port_trees.png
Bar = 50 µm.
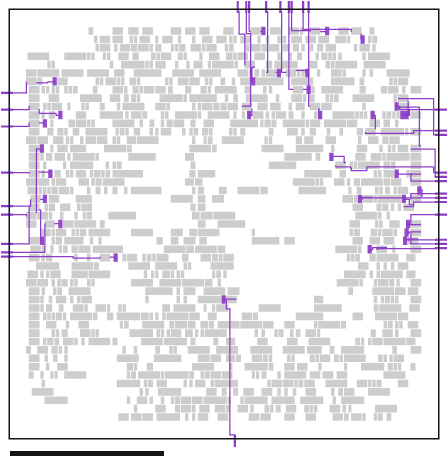
congestion_map.png
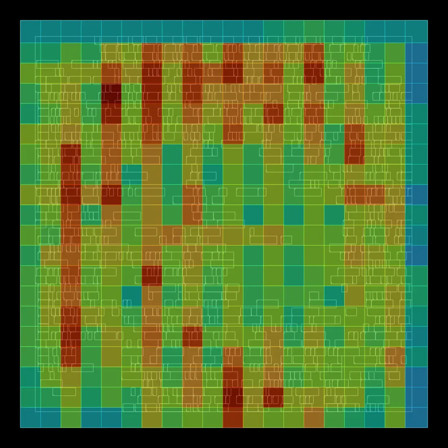
==> config.mk <==
export PLATFORM = sky130hd
export DESIGN_NAME = fpmult_issue_arbiter_flat
export DESIGN_NICKNAME = d
export VERILOG_FILES = /design/src/rtl/fpmult_pkg.sv /design/src/rtl/fpmult_issue_arbiter_if.sv /design/src/rtl/fpmult_tag_pipe.sv /design/src/rtl/fpmult_issue_arbiter.sv /design/src/flat_wrapper.sv
export SDC_FILE = /design/constraint.sdc
export NUM_CORES = 1
export LEC_CHECK = 0
export ABC_AREA = 1
export CORE_MARGIN = 5
export CORE_UTILIZATION = 30
export DETAILED_ROUTE_END_ITERATION = 8
export PLACE_DENSITY = 0.67
export SLEW_MARGIN = 10
export SYNTH_ARGS = -nofsm -noshare
export SYNTH_HDL_FRONTEND = slang
export SYNTH_SLANG_ARGS = --single-unit
==> constraint.sdc <==
create_clock -name clk -period 1.18 [get_ports clk]
set_input_delay 0.236 -clock clk [delete_from_list [all_inputs] [get_ports clk]]
set_output_delay 0.236 -clock clk [all_outputs]
set_load 0.005 [all_outputs]
==> impl_metrics.json <==
{
  "seqPwrFrac_pct": 45.4,
  "numCtsBuffers": 9,
  "critPathLaunchType": "flop",
  "intPower_mw": 6.478,
  "cts_root_buffer": "clkbuf_16",
  "simple_gate_area_share_pct": 35.93,
  "synth_flops": 111,
  "fin_nets": 1187,
  "crit_chain": "nor2_4 > nand2_2 > a21oi_2 > buf_2",
  "max_slew_margin_pct": 76.57,
  "setup_slack_ns": -0.2260,
  "yosysUniqueCellTypes": 19,
  "num_rows": 47,
  "final_cell_mix": "195 x nand2_1, 161 x clkdlybuf4s50_1, 139 x inv_1, 80 x dfxtp_1, 74 x nor2_1",
  "cts_setup_buffers": 6,
  "lay_top_count": "nand2_1",
  "slew_viol_final": 0,
  "drive_gt1_share_pct": 18.60,
  "tap_cells": 220,
  "finalSetupViolCount": 69,
  "avgSynthCellArea_um2": 6.656,
  "ff_type": "dfxtp_1",
  "drv_cap": 0,
  "worstSetupEndpointType": "primary output",
  "swShare_pct": 26.53,
  "yosys_cells": 747,
  "dp_cells": 1215,
  "final-comb-area_um2": 2210,
  "common_cells": "198 x nand2_1, 140 x inv_1, 111 x dfxtp_1",
  "hold_class": "in -> reg",
  "cts_hold_buf": 0,
  "met1_length_um": 8059,
  "logic_family": "simple AND/OR/NAND/NOR gates",
  "pg_clk_mw": 2.97,
  "ant_nets": 0,
  "synthArstFlopShare_pct": 0,
  "drtIter0Drc": 218,
  "cts_tree": "done",
  "dominant_cells": "buffers",
  "slowest_delay_ns": 0.33,
  "buffers": 315,
  "cp_num_cells": 4,
  "ys_area_um2": 4972,
  "comb_share_pct": 25.25,
  "failed_checks": "negative setup slack",
  "clk_share_pct": 3.232,
  "grt_pass1_wl_um": 27230,
  "synth-seq-area-share_pct": 44.69,
  "min_path_cells": 3,
  "fin_area_um2": 8750,
  "route.detailed.drc": 0,
  "rr_worst_depth": 8,
  "drt-vias-per-instance": 4.465,
  "register_area_um2": 2261,
  "status": "finished, violations left",
  "chipWidth_um": 138.7,
  "grt_max_degree": 51,
  "tightestPinTransition_ns": 0.3514,
  "hpwl_um": 12410,
  "ys_sh_xor_pct": 0,
  "peakVddDrop_mv": 0.8399,
  "cts.htree.levels": 3,
  "synth_area_um2": 4972,
  "seq_cell_count": 111,
  "cellPowerDensity_nw_per_um2": 1008,
  "fin_cells": 1248,
  "yosysWarnings": 0
}
Notes on port_trees.png above:
[bus_req0_a] purple | bits: 32 | direction: input | end cells: 32 | wire: 753 µm
I/O pin count: 268
I/O Buffers: 267

Notes on congestion_map.png above:
grt met3 use: 5.759%
final core occ: 53.33%
met2 Usage GRT: 28.52%
wire length per cell: 15.21 µm
M1 GR Usage: 20.97%

